$ cat config.mk
export PLATFORM = sky130hd
export DESIGN_NAME = mips_multicycle_ctrl
export DESIGN_NICKNAME = d
export VERILOG_FILES = /design/src/rtl/mips_multicycle_ctrl.sv
export SDC_FILE = /design/constraint.sdc
export NUM_CORES = 1
export LEC_CHECK = 0
export CAP_MARGIN = 20
export CORE_ASPECT_RATIO = 0.7
export CORE_MARGIN = 2
export CORE_UTILIZATION = 40
export DETAILED_ROUTE_END_ITERATION = 8
export GPL_TIMING_DRIVEN = 0
export PLACE_DENSITY = 0.84
export SLEW_MARGIN = 25
export SYNTH_ARGS = -nofsm -noshare
export SYNTH_HDL_FRONTEND = slang
export SYNTH_SLANG_ARGS = --single-unit
$ cat constraint.sdc
create_clock -name clk -period 2.2 [get_ports clk]
set_clock_uncertainty 0.2 [all_clocks]
set_input_delay 0.55 -clock clk [delete_from_list [all_inputs] [get_ports clk]]
set_output_delay 0.55 -clock clk [all_outputs]
set_load 0.05 [all_outputs]
$ cat src/rtl/mips_multicycle_ctrl.sv
// Multicycle MIPS control FSM.
// Moore machine: every datapath select and enable decodes from the state register.
// The only exception is lat_cnt, which picks the cycle of a multi-cycle memory read.
// FETCH and MEM_RD each last MEM_LAT cycles; lat_cnt counts within those states.
// Unknown opcodes and unused state encodings trap into HALT and set a sticky illegal flag.
module mips_multicycle_ctrl #(
   parameter int MEM_LAT = 1,
   parameter int SRCB_W  = 3,
   parameter int ST_W    = 4
) (
   input  logic              clk,
   input  logic              rst,
   input  logic [5:0]        Op_code,
   output logic              MemWrite,
   output logic              IRWrite,
   output logic              MemtoReg,
   output logic              RegDst,
   output logic              RegWrite,
   output logic              ALUSrcA,
   output logic [SRCB_W-1:0] ALUSrcB,
   output logic [1:0]        ALUOp,
   output logic [1:0]        PCSource,
   output logic              PCWriteCond,
   output logic              PCWrite,
   output logic              IorD,
   output logic              illegal,
   output logic              instr_done,
   output logic [ST_W-1:0]   state_o
);

   // State encodings
   localparam logic [ST_W-1:0] S_IDLE     = ST_W'(4'd0);
   localparam logic [ST_W-1:0] S_FETCH    = ST_W'(4'd1);
   localparam logic [ST_W-1:0] S_DECODE   = ST_W'(4'd2);
   localparam logic [ST_W-1:0] S_R_EXEC   = ST_W'(4'd3);
   localparam logic [ST_W-1:0] S_R_WB     = ST_W'(4'd4);
   localparam logic [ST_W-1:0] S_MEM_ADDR = ST_W'(4'd5);
   localparam logic [ST_W-1:0] S_MEM_RD   = ST_W'(4'd6);
   localparam logic [ST_W-1:0] S_MEM_WB   = ST_W'(4'd7);
   localparam logic [ST_W-1:0] S_MEM_WR   = ST_W'(4'd8);
   localparam logic [ST_W-1:0] S_BRANCH   = ST_W'(4'd9);
   localparam logic [ST_W-1:0] S_JUMP     = ST_W'(4'd10);
   localparam logic [ST_W-1:0] S_I_EXEC   = ST_W'(4'd11);
   localparam logic [ST_W-1:0] S_I_WB     = ST_W'(4'd12);
   localparam logic [ST_W-1:0] S_HALT     = ST_W'(4'd13);

   // Opcodes (IR[31:26])
   localparam logic [5:0] OP_RTYPE = 6'b000000;
   localparam logic [5:0] OP_LW    = 6'b100011;
   localparam logic [5:0] OP_SW    = 6'b101011;
   localparam logic [5:0] OP_BEQ   = 6'b000100;
   localparam logic [5:0] OP_J     = 6'b000010;
   localparam logic [5:0] OP_ADDI  = 6'b001000;

   // ALUSrcB select values
   localparam logic [SRCB_W-1:0] SB_B     = SRCB_W'(3'd0);
   localparam logic [SRCB_W-1:0] SB_FOUR  = SRCB_W'(3'd1);
   localparam logic [SRCB_W-1:0] SB_SEXT  = SRCB_W'(3'd2);
   localparam logic [SRCB_W-1:0] SB_SHIFT = SRCB_W'(3'd3);

   // ALUOp and PCSource values
   localparam logic [1:0] AOP_ADD   = 2'b00;
   localparam logic [1:0] AOP_SUB   = 2'b01;
   localparam logic [1:0] AOP_FUNCT = 2'b10;
   localparam logic [1:0] PS_ALU    = 2'b00;
   localparam logic [1:0] PS_ALUOUT = 2'b01;
   localparam logic [1:0] PS_JUMP   = 2'b10;

   // Final cycle index of a memory access
   localparam logic [3:0] LAT_LAST = 4'(MEM_LAT - 1);

   logic [ST_W-1:0] state;
   logic [ST_W-1:0] state_nxt;
   logic [3:0]      lat_cnt;
   logic [3:0]      lat_nxt;
   logic            illegal_nxt;
   logic            lat_last;

   assign lat_last = (lat_cnt == LAT_LAST);
   assign state_o  = state;

   // State, latency counter and sticky trap flag; reset aborts immediately
   always_ff @(posedge clk or negedge rst) begin
      if (!rst) begin
         state   <= S_IDLE;
         lat_cnt <= 4'd0;
         illegal <= 1'b0;
      end else begin
         state   <= state_nxt;
         lat_cnt <= lat_nxt;
         illegal <= illegal_nxt;
      end
   end

   // Next-state, counter and trap logic; lat_cnt returns to 0 unless a read is still in progress
   always_comb begin
      state_nxt   = state;
      lat_nxt     = 4'd0;
      illegal_nxt = illegal;
      case (state)
         S_IDLE: begin
            state_nxt = S_FETCH;
         end
         S_FETCH: begin
            if (lat_last) begin
               state_nxt = S_DECODE;
            end else begin
               lat_nxt = lat_cnt + 4'd1;
            end
         end
         S_DECODE: begin
            case (Op_code)
               OP_RTYPE: state_nxt = S_R_EXEC;
               OP_LW:    state_nxt = S_MEM_ADDR;
               OP_SW:    state_nxt = S_MEM_ADDR;
               OP_BEQ:   state_nxt = S_BRANCH;
               OP_J:     state_nxt = S_JUMP;
               OP_ADDI:  state_nxt = S_I_EXEC;
               default: begin
                  state_nxt   = S_HALT;
                  illegal_nxt = 1'b1;
               end
            endcase
         end
         S_R_EXEC: begin
            state_nxt = S_R_WB;
         end
         S_R_WB: begin
            state_nxt = S_FETCH;
         end
         S_MEM_ADDR: begin
            // Opcode re-sampled here; anything other than LW/SW is a trap
            case (Op_code)
               OP_LW:   state_nxt = S_MEM_RD;
               OP_SW:   state_nxt = S_MEM_WR;
               default: begin
                  state_nxt   = S_HALT;
                  illegal_nxt = 1'b1;
               end
            endcase
         end
         S_MEM_RD: begin
            if (lat_last) begin
               state_nxt = S_MEM_WB;
            end else begin
               lat_nxt = lat_cnt + 4'd1;
            end
         end
         S_MEM_WB: begin
            state_nxt = S_FETCH;
         end
         S_MEM_WR: begin
            state_nxt = S_FETCH;
         end
         S_BRANCH: begin
            state_nxt = S_FETCH;
         end
         S_JUMP: begin
            state_nxt = S_FETCH;
         end
         S_I_EXEC: begin
            state_nxt = S_I_WB;
         end
         S_I_WB: begin
            state_nxt = S_FETCH;
         end
         S_HALT: begin
            state_nxt = S_HALT;
         end
         default: begin
            state_nxt   = S_HALT;
            illegal_nxt = 1'b1;
         end
      endcase
   end

   // Moore output decode; every output defaults to 0 and only listed fields are raised
   always_comb begin
      MemWrite    = 1'b0;
      IRWrite     = 1'b0;
      MemtoReg    = 1'b0;
      RegDst      = 1'b0;
      RegWrite    = 1'b0;
      ALUSrcA     = 1'b0;
      ALUSrcB     = SB_B;
      ALUOp       = AOP_ADD;
      PCSource    = PS_ALU;
      PCWriteCond = 1'b0;
      PCWrite     = 1'b0;
      IorD        = 1'b0;
      instr_done  = 1'b0;
      case (state)
         S_FETCH: begin
            ALUSrcB = SB_FOUR;
            // IR and PC load only once the read data is valid
            IRWrite = lat_last;
            PCWrite = lat_last;
         end
         S_DECODE: begin
            ALUSrcB = SB_SHIFT;
         end
         S_R_EXEC: begin
            ALUSrcA = 1'b1;
            ALUOp   = AOP_FUNCT;
         end
         S_R_WB: begin
            RegDst     = 1'b1;
            RegWrite   = 1'b1;
            instr_done = 1'b1;
         end
         S_MEM_ADDR: begin
            ALUSrcA = 1'b1;
            ALUSrcB = SB_SEXT;
         end
         S_MEM_RD: begin
            IorD = 1'b1;
         end
         S_MEM_WB: begin
            MemtoReg   = 1'b1;
            RegWrite   = 1'b1;
            instr_done = 1'b1;
         end
         S_MEM_WR: begin
            IorD       = 1'b1;
            MemWrite   = 1'b1;
            instr_done = 1'b1;
         end
         S_BRANCH: begin
            ALUSrcA     = 1'b1;
            ALUOp       = AOP_SUB;
            PCWriteCond = 1'b1;
            PCSource    = PS_ALUOUT;
            instr_done  = 1'b1;
         end
         S_JUMP: begin
            PCWrite    = 1'b1;
            PCSource   = PS_JUMP;
            instr_done = 1'b1;
         end
         S_I_EXEC: begin
            ALUSrcA = 1'b1;
            ALUSrcB = SB_SEXT;
         end
         S_I_WB: begin
            RegWrite   = 1'b1;
            instr_done = 1'b1;
         end
         default: begin
            MemWrite = 1'b0;
         end
      endcase
   end

endmodule

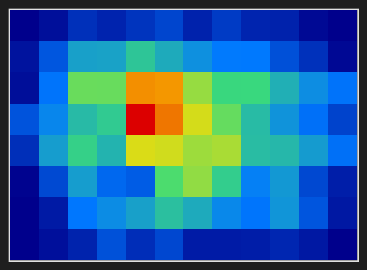
Figure 1: signal metal coverage by tile.
Drawn at 6 px/um. 12 x 8 tiles, from dark blue (low) to red (high), scaled to the fullest tile. Values are wire area over tile area, all layers added.
densest ninth of the die: center
nearly empty tiles: 8.3%
mean over tiles: 0.25
emptiest ninth of the die: lower left
fullest tile: 0.89
tiles over half the peak: 16%
wirelength, routed: 3.549 mm
via count: 1,106
Avg WL per Cell: 19.94 um

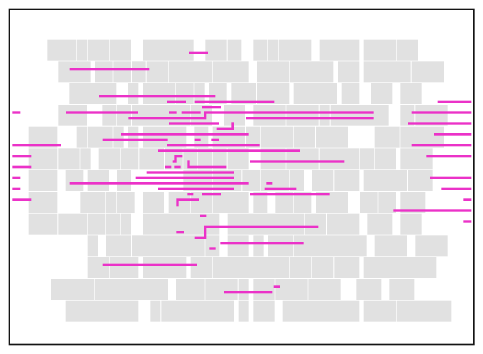
Figure 2: met3 routing.
Drawn at 8 px/um.
wire length on this layer: 365 um
nets with wire on the layer: 47
main direction: horizontal
share of all routed wire: 10%
GRT met3 Usage: 5.296%

==> notes.md <==
fresh numbers from the pnr run: Post-CTS Setup Repair Bufs 5, outcome finished, violations left, Comb pwr share 83.6%, TAP cells 22, Sequential Power Share 11.2%, highest metal used met4, FF-to-FF End lat_cnt[2]$_DFF_PN0_, violated checks setup timing, Post-Synth XOR/XNOR Area between 2 and 2.5%, kind of critical path reg2out, Top cells by area dfrtp_1 (28%), buf_6 (5.5%), nor2_1 (5.5%), Post-route DRC 0, Final setup viols 9, clk_lat worst skew around 270 ps, Worst Setup EP PCWrite, Commonest flop dfrtp_1, Placed Instance Area 0.001237 mm2, CTS resizes 111, # clk buffers 4, PortBufs 28, arrival time at the worst endpoint between 1500 and 2000 ps, hpwl dp 1.718 mm, comb pwr 2.15 mW, Syn Inst Count 102, Seq cells 9, Post-synth top cells nor2_1 (12), dfrtp_1 (9), a21oi_1 (7), inv_1 (7), nor3_1 (7), R2R setup slack around 270 ps, Min Hold Slack 377.9 ps, fin cells between 150 and 200, count of tool warnings 30, GRT Residual Overflow 0, wire length on met2 1.659 mm, First-pass DRT Iterations 5, Sequential cell area about 230 um2, H-tree levels 1, Non-CTS buffers 59, Fmax between 400 and 500 MHz, grt met1 use about a third, multi-input combinational area share 41.40%, min Tclk post-route 2389 ps, Net Sw Power around 1.4 mW, CTS tree yes, largest power group combinational cells, Worst Path Buf+Inv 2, Post-synth ARST share 100.0%, clk root buf clkbuf_4, Total Power 2.566 mW, GRT Util Overall a little over a fifth, Gate Area 638.1 um2, PnR worst setup slack -189.2 ps, nets@finish between 150 and 200
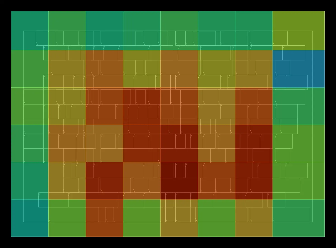
Figure 3: routing congestion map.
met2 Track Usage GR: 32.95%
Top Usage Layer GRT: met2

Power and IR drop assume default switching activity.
